**src/rtl/decode_stage_pipe_if.sv**
```systemverilog
// Fetch-to-decode and decode-to-execute handshake bundle for decode_stage_pipe.
// The slave modport is the decode stage; the master modport is the surrounding pipeline.
interface decode_stage_pipe_if #(
  parameter int XLEN = 32
);
  logic            in_valid;
  logic            in_ready;
  logic [31:0]     instr_in;
  logic [XLEN-1:0] pc_in;
  logic            out_valid;
  logic            out_ready;
  logic [4:0]      rs1;
  logic [4:0]      rs2;
  logic [4:0]      rd;
  logic [XLEN-1:0] imm;
  logic [XLEN-1:0] pc_out;
  logic [XLEN-1:0] target;
  logic [2:0]      op;
  logic [1:0]      br_cond;
  logic            wb_en;

  modport master (
    output in_valid, instr_in, pc_in, out_ready,
    input  in_ready, out_valid, rs1, rs2, rd, imm, pc_out, target, op, br_cond, wb_en
  );

  modport slave (
    input  in_valid, instr_in, pc_in, out_ready,
    output in_ready, out_valid, rs1, rs2, rd, imm, pc_out, target, op, br_cond, wb_en
  );
endinterface

```
**src/rtl/decode_stage_pipe.sv**
```systemverilog
// RV32I-subset decode stage: decodes on accept, buffers decoded entries in a small FIFO
// toward execute, supports flush, and counts accepted unrecognised instructions.
module decode_stage_pipe #(
  parameter int XLEN    = 32,
  parameter int Q_DEPTH = 2,
  parameter int CNT_W   = 16
) (
  input  logic             clk,
  input  logic             rst,
  input  logic             flush,
  decode_stage_pipe_if.slave bus,
  output logic [CNT_W-1:0] illegal_cnt
);
  localparam int PTR_W = $clog2(Q_DEPTH);

  typedef enum logic [2:0] {
    OP_NOP    = 3'd0,
    OP_ADD    = 3'd1,
    OP_SUB    = 3'd2,
    OP_ADDI   = 3'd3,
    OP_BRANCH = 3'd4,
    OP_JAL    = 3'd5
  } op_e;

  typedef struct packed {
    logic [4:0]      rs1;
    logic [4:0]      rs2;
    logic [4:0]      rd;
    logic [XLEN-1:0] imm;
    logic [XLEN-1:0] pc;
    logic [XLEN-1:0] target;
    logic [2:0]      op;
    logic [1:0]      br_cond;
    logic            wb_en;
  } entry_t;

  entry_t          q_mem [Q_DEPTH];
  logic [PTR_W-1:0] wr_ptr;
  logic [PTR_W-1:0] rd_ptr;
  logic [PTR_W:0]   count;
  logic             full;
  logic             empty;
  logic             push;
  logic             pop;

  entry_t          dec;
  entry_t          head;
  logic            dec_illegal;
  logic [6:0]      opcode;
  logic [2:0]      funct3;
  logic [6:0]      funct7;
  logic [XLEN-1:0] imm_i;
  logic [XLEN-1:0] imm_b;
  logic [XLEN-1:0] imm_j;

  assign opcode = bus.instr_in[6:0];
  assign funct3 = bus.instr_in[14:12];
  assign funct7 = bus.instr_in[31:25];
  assign imm_i  = {{(XLEN-12){bus.instr_in[31]}}, bus.instr_in[31:20]};
  assign imm_b  = {{(XLEN-13){bus.instr_in[31]}}, bus.instr_in[31], bus.instr_in[7],
                   bus.instr_in[30:25], bus.instr_in[11:8], 1'b0};
  assign imm_j  = {{(XLEN-21){bus.instr_in[31]}}, bus.instr_in[31], bus.instr_in[19:12],
                   bus.instr_in[20], bus.instr_in[30:21], 1'b0};

  // Unrecognised encodings fall through with every field zero except the PC.
  always_comb begin
    dec         = '0;
    dec_illegal = 1'b1;
    dec.pc      = bus.pc_in;
    case (opcode)
      7'b0110011: begin
        if (funct3 == 3'b000 && (funct7 == 7'b0000000 || funct7 == 7'b0100000)) begin
          dec.op      = funct7[5] ? OP_SUB : OP_ADD;
          dec.rs1     = bus.instr_in[19:15];
          dec.rs2     = bus.instr_in[24:20];
          dec.rd      = bus.instr_in[11:7];
          dec.wb_en   = (bus.instr_in[11:7] != 5'd0);
          dec_illegal = 1'b0;
        end
      end
      7'b0010011: begin
        if (funct3 == 3'b000) begin
          dec.op      = OP_ADDI;
          dec.rs1     = bus.instr_in[19:15];
          dec.rd      = bus.instr_in[11:7];
          dec.imm     = imm_i;
          dec.wb_en   = (bus.instr_in[11:7] != 5'd0);
          dec_illegal = 1'b0;
        end
      end
      7'b1100011: begin
        if (funct3[1] == 1'b0) begin
          dec.op      = OP_BRANCH;
          dec.rs1     = bus.instr_in[19:15];
          dec.rs2     = bus.instr_in[24:20];
          dec.imm     = imm_b;
          dec.target  = bus.pc_in + imm_b;
          dec.br_cond = {funct3[2], funct3[0]};
          dec_illegal = 1'b0;
        end
      end
      7'b1101111: begin
        dec.op      = OP_JAL;
        dec.rd      = bus.instr_in[11:7];
        dec.imm     = imm_j;
        dec.target  = bus.pc_in + imm_j;
        dec.wb_en   = (bus.instr_in[11:7] != 5'd0);
        dec_illegal = 1'b0;
      end
      default: ;
    endcase
  end

  assign full         = (count == (PTR_W+1)'(Q_DEPTH));
  assign empty        = (count == '0);
  assign bus.out_valid = !empty;
  assign bus.in_ready  = !full || (bus.out_valid && bus.out_ready) || flush;
  assign push          = bus.in_valid && bus.in_ready && !flush;
  assign pop           = bus.out_valid && bus.out_ready && !flush;

  // Idle head drives zeros so execute never sees stale fields.
  assign head        = empty ? '0 : q_mem[rd_ptr];
  assign bus.rs1     = head.rs1;
  assign bus.rs2     = head.rs2;
  assign bus.rd      = head.rd;
  assign bus.imm     = head.imm;
  assign bus.pc_out  = head.pc;
  assign bus.target  = head.target;
  assign bus.op      = head.op;
  assign bus.br_cond = head.br_cond;
  assign bus.wb_en   = head.wb_en;

  always_ff @(posedge clk) begin
    if (push) begin
      q_mem[wr_ptr] <= dec;
    end
  end

  always_ff @(posedge clk) begin
    if (rst) begin
      wr_ptr      <= '0;
      rd_ptr      <= '0;
      count       <= '0;
      illegal_cnt <= '0;
    end else if (flush) begin
      wr_ptr <= '0;
      rd_ptr <= '0;
      count  <= '0;
    end else begin
      if (push) wr_ptr <= wr_ptr + PTR_W'(1);
      if (pop)  rd_ptr <= rd_ptr + PTR_W'(1);
      case ({push, pop})
        2'b10:   count <= count + (PTR_W+1)'(1);
        2'b01:   count <= count - (PTR_W+1)'(1);
        default: count <= count;
      endcase
      if (push && dec_illegal && illegal_cnt != '1) begin
        illegal_cnt <= illegal_cnt + CNT_W'(1);
      end
    end
  end
endmodule
```
**src/flat_wrapper.sv**
```systemverilog
// flat-port wrapper written by rule: the top's interface ports become plain ports
module decode_stage_pipe_flat 
#(
  parameter int XLEN    = 32,
  parameter int Q_DEPTH = 2,
  parameter int CNT_W   = 16
)
  (clk, rst, flush, illegal_cnt, bus_in_valid, bus_instr_in, bus_pc_in, bus_out_ready, bus_in_ready, bus_out_valid, bus_rs1, bus_rs2, bus_rd, bus_imm, bus_pc_out, bus_target, bus_op, bus_br_cond, bus_wb_en);
  decode_stage_pipe_if #(.XLEN(XLEN)) bus_i ();
  input  logic clk;
  input  logic rst;
  input  logic flush;
  output logic [CNT_W-1:0] illegal_cnt;
  input wire logic [$bits(bus_i.in_valid)-1:0] bus_in_valid;
  input wire logic [$bits(bus_i.instr_in)-1:0] bus_instr_in;
  input wire logic [$bits(bus_i.pc_in)-1:0] bus_pc_in;
  input wire logic [$bits(bus_i.out_ready)-1:0] bus_out_ready;
  output wire logic [$bits(bus_i.in_ready)-1:0] bus_in_ready;
  output wire logic [$bits(bus_i.out_valid)-1:0] bus_out_valid;
  output wire logic [$bits(bus_i.rs1)-1:0] bus_rs1;
  output wire logic [$bits(bus_i.rs2)-1:0] bus_rs2;
  output wire logic [$bits(bus_i.rd)-1:0] bus_rd;
  output wire logic [$bits(bus_i.imm)-1:0] bus_imm;
  output wire logic [$bits(bus_i.pc_out)-1:0] bus_pc_out;
  output wire logic [$bits(bus_i.target)-1:0] bus_target;
  output wire logic [$bits(bus_i.op)-1:0] bus_op;
  output wire logic [$bits(bus_i.br_cond)-1:0] bus_br_cond;
  output wire logic [$bits(bus_i.wb_en)-1:0] bus_wb_en;
  assign bus_i.in_valid = bus_in_valid;
  assign bus_i.instr_in = bus_instr_in;
  assign bus_i.pc_in = bus_pc_in;
  assign bus_i.out_ready = bus_out_ready;
  assign bus_in_ready = bus_i.in_ready;
  assign bus_out_valid = bus_i.out_valid;
  assign bus_rs1 = bus_i.rs1;
  assign bus_rs2 = bus_i.rs2;
  assign bus_rd = bus_i.rd;
  assign bus_imm = bus_i.imm;
  assign bus_pc_out = bus_i.pc_out;
  assign bus_target = bus_i.target;
  assign bus_op = bus_i.op;
  assign bus_br_cond = bus_i.br_cond;
  assign bus_wb_en = bus_i.wb_en;
  decode_stage_pipe #(.XLEN(XLEN), .Q_DEPTH(Q_DEPTH), .CNT_W(CNT_W)) u_core (.clk(clk), .rst(rst), .flush(flush), .bus(bus_i), .illegal_cnt(illegal_cnt));
endmodule
```
**config.mk**
```make
export PLATFORM = sky130hd
export DESIGN_NAME = decode_stage_pipe_flat
export DESIGN_NICKNAME = d
export VERILOG_FILES = /design/src/rtl/decode_stage_pipe_if.sv /design/src/rtl/decode_stage_pipe.sv /design/src/flat_wrapper.sv
export SDC_FILE = /design/constraint.sdc
export NUM_CORES = 1
export LEC_CHECK = 0
export CAP_MARGIN = 10
export CORE_MARGIN = 10
export CORE_UTILIZATION = 54
export DETAILED_ROUTE_END_ITERATION = 8
export PLACE_DENSITY = 0.85
export SLEW_MARGIN = 15
export SYNTH_ARGS = -nofsm -noshare
export SYNTH_HDL_FRONTEND = slang
export SYNTH_SLANG_ARGS = --single-unit
```
**constraint.sdc**
```tcl
create_clock -name clk -period 7.51 [get_ports clk]
set_input_delay 1.502 -clock clk [delete_from_list [all_inputs] [get_ports clk]]
set_output_delay 1.502 -clock clk [all_outputs]
set_load 0.03 [all_outputs]
```
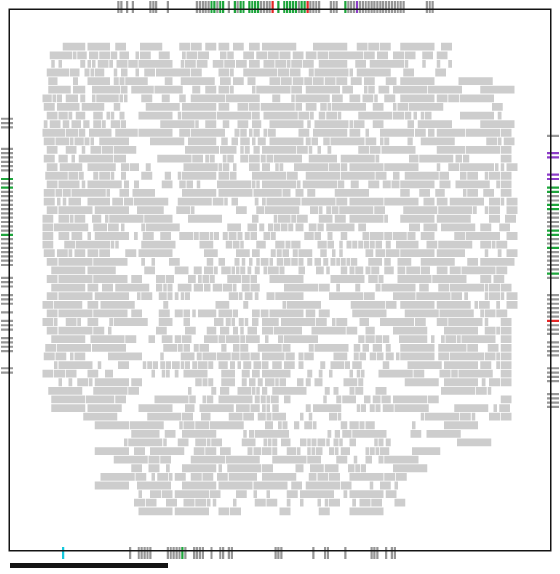
run_1/io_placement.png
The bar under the picture is 50 um long. Pins as bars across the die edge, other pins in grey.
colour	port	pins	direction	edge
red	`bus_op`	3	output	2 top, 1 right
cyan	`clk`	1	input	bottom
purple	`bus_rs2`	5	output	4 right, 1 top
green	`bus_instr_in`	32	input	20 top, 8 right, 3 left, 1 bottom
all pins by edge	73 top, 49 right, 46 left, 36 bottom

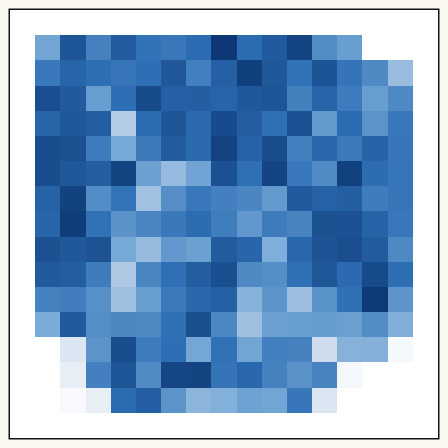
run_1/cell_density.png
17 x 17 tiles, from white (low) to dark blue (high), 0 to 100% covered.
nearly empty tiles	26%
fullest tile	97%
emptiest ninth of the die	bottom right
mean over tiles	51%
tiles over 75% full	30%

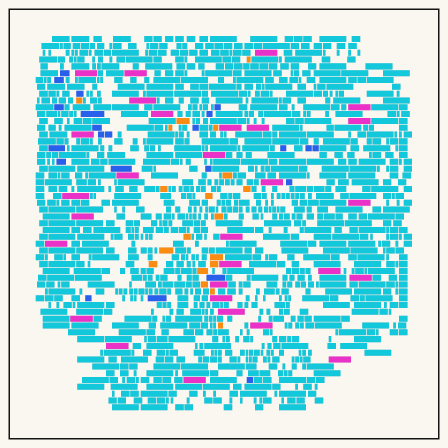
run_1/sizes.png
colour	size	cells	share
orange	_2 cells	19	1.5%
magenta	_6 and larger	29	2.3%
blue	_3 and _4 cells	23	1.8%
cyan	_0 and _1 cells	1186	94%

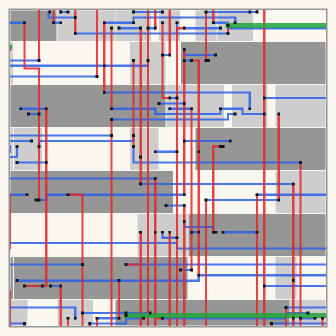
run_1/detail.png
Window x 118 to 138, y 118 to 138 um. Cells in grey, sequential cells in the stronger grey; small squares are vias.
colour	layer
blue	metal 1
green	metal 3
red	metal 2
most frequent	edfxtp_1 (7), nor2b_1 (4)
netlist names of flops here include	`u_core.q_mem` (7)
sequential cells in the window	7
cells with their middle in the window	21

==> datasheet_impl.txt, run 1 <==
Physical implementation characteristics

Parameter                              Value

Outcome
  Result of the run .................. finished clean

Pwr
  Part of the power in combinational logic .................. 14.8%
  Peak supply drop .................. 0.195 mV

CTS
  Clock slew seen by the registers of the worst setup and hold paths .................. 0.06 ns
  Post-CTS Setup Bufs .................. 0
  Clock buffer count from CTS .................. 25
  Clock latency reported for the late side of the worst-skew pair .................. ~0.53 ns
  Number of clock sinks .................. 233
  CTS Root Buffer Type .................. clkbuf_16

Worst setup path
  Delay of the slowest cell on the worst path .................. between 0.8 and 0.9 ns
  Path length in cells of the critical path .................. 4

Yosys
  Warnings from Yosys .................. 0

Global routing
  Global route total overflow .................. 0
  Met2 demand-to-capacity share in global routing .................. ~36%
  Vias in the first global route .................. 9030

Timing
  Final worst path period need .................. between 4 and 5 ns

Finish
  Inserted Diodes .................. 0
  Combined area of the multi-input logic cells .................. between 0.005 and 0.006 mm2
  Area growth from synthesis to layout .................. 24.6%

Drt
  Met1 WL .................. 13.7 mm
  DR WL met2 .................. around 16 mm

Floorplan
  # IOs .................. 204

Worst hold path
  Terminating pin of the worst hold path .................. u_core.illegal_cnt[13]$_SDFFE_PP0P_
run_1/placement.png
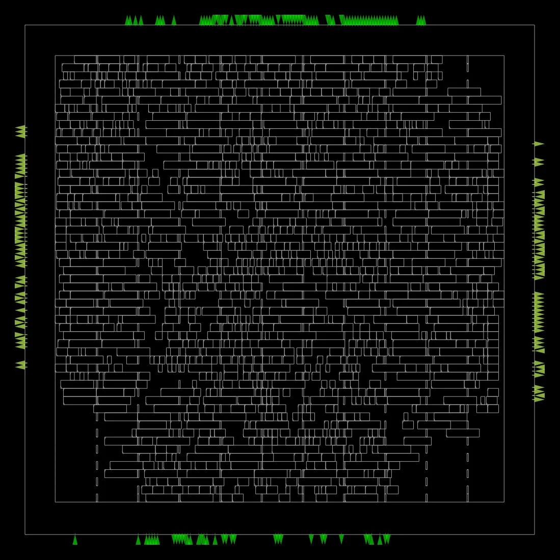

==> inputs of run 2 (changes only) <==
==> constraint.sdc (replaced) <==
create_clock -name clk -period 5 [get_ports clk]
set_input_delay 1 -clock clk [delete_from_list [all_inputs] [get_ports clk]]
set_output_delay 1 -clock clk [all_outputs]
set_load 0.03 [all_outputs]
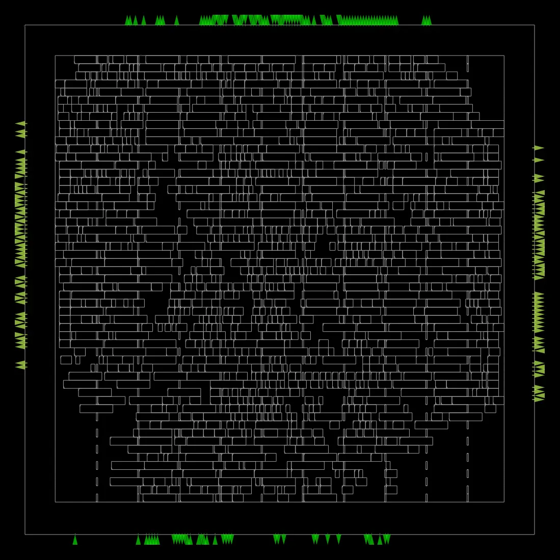
run_2/placement.png
count of sequential standard cells: 233
core area: 0.0225 mm2
sequential portion of the cell area: 44.1%
standard-cell row count: 55
Final Core Density: 68.4%

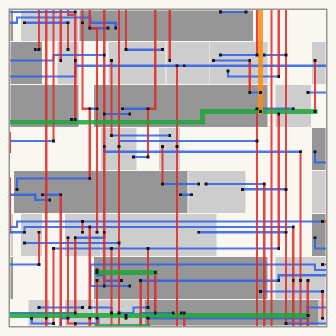
run_2/detail.png
Window x 118 to 138, y 118 to 138 um. Cells in grey, sequential cells in the stronger grey; small squares are vias.
colour	layer
blue	metal 1
red	metal 2
orange	metal 4
green	metal 3
sequential cells in the window	5
most frequent	edfxtp_1 (5), nor2_1 (4)
netlist names of flops here include	`u_core.q_mem` (5)
cells with their middle in the window	22

==> run 2 against run 1 <==
  * Setup slack lost 1.7 ns
  * Sequential power grew about 50%
  * Clock skew grew 0.0084 ns
  * Clock-buffer cell count grew 1
  * Cell count grew 0.13%
  * Design area grew 0.70%
  * Power grew 53%
  * Die size is the same
  * Non-clock buffer count grew 2
  * Synthesized area is the same
  * Core utilization grew 0.47 points
  * Synthesized cell count is the same
  * Critical path type is now in2reg
  * Largest power group unchanged
==> datasheet_impl.txt, run 2 <==
Physical implementation characteristics

Parameter                              Value

Outcome
  Result of the run .................. finished clean

Placement
  Pre-CTS worst setup slack .................. 0.687 ns
  Buffers added on ports .................. 203
  Weighted congestion reported at the end of routability-driven placement .................. 0.938

Worst hold path
  Worst hold stages .................. 2
  Terminating pin of the worst hold path .................. u_core.illegal_cnt[13]$_SDFFE_PP0P_

Pwr
  Clock group .................. 1.91 mW
  Part of the power in combinational logic .................. 14.5%
  Pwr top .................. sequential cells
  Comb power .................. 0.696 mW
  Peak supply drop .................. approximately 0.24 mV

Yosys
  AND/OR/NAND/NOR Cells, Area Fraction .................. 13.0%
  Warnings from Yosys .................. 0
  Adder and majority gate portion of the synthesized area .................. 4.92%

Worst setup path
  Delay of the slowest cell on the worst path .................. just under 0.5 ns
  Path length in cells of the critical path .................. 12
  Critical path, cell by cell .................. clkdlybuf4s50_1 -> ha_1 -> fa_1 -> a21o_1 -> nand4_1 -> a31oi_1 -> or4_1 -> a31o_2 -> a21oi_1 -> o21ai_0 -> xnor2_1 -> o22ai_1

Finish
  Fraction of final layout cells sized beyond drive strength 1 .................. 6.20%
  Area growth from synthesis to layout .................. 25.4%
  Most flop-heavy register .................. u_core.q_mem
  Layout clock buffers .................. 31
  Inserted Diodes .................. 0
  Combined area of the multi-input logic cells .................. between 0.005 and 0.006 mm2
  Combinational fraction of the cell area .................. 33.6%

Floorplan
  Overall chip area .................. 0.0291 mm2
  Floorplan utilization .................. 54.5%
  # IOs .................. 204

Timing
  Worst clock skew .................. 0.0246 ns
  Final worst path period need .................. 3.91 ns
  Portion of the clock cycle consumed by the worst path in the final layout .................. roughly four fifths

Drt
  Met1 WL .................. 13.5 mm
  DR WL met2 .................. 15.4 mm
  DRC viols .................. 0

CTS
  CTS Root Buffer Type .................. clkbuf_16
  Clock slew seen by the registers of the worst setup and hold paths .................. 0.06 ns
  Clock latency reported for the late side of the worst-skew pair .................. roughly 0.54 ns
  Post-CTS Setup Bufs .................. 0
  Clock buffer count from CTS .................. 25

Global routing
  Vias in the first global route .................. 9161
  Global route total overflow .................. 0
  Met2 demand-to-capacity share in global routing .................. a little over a third
Power is estimated from default activity; no workload was simulated.
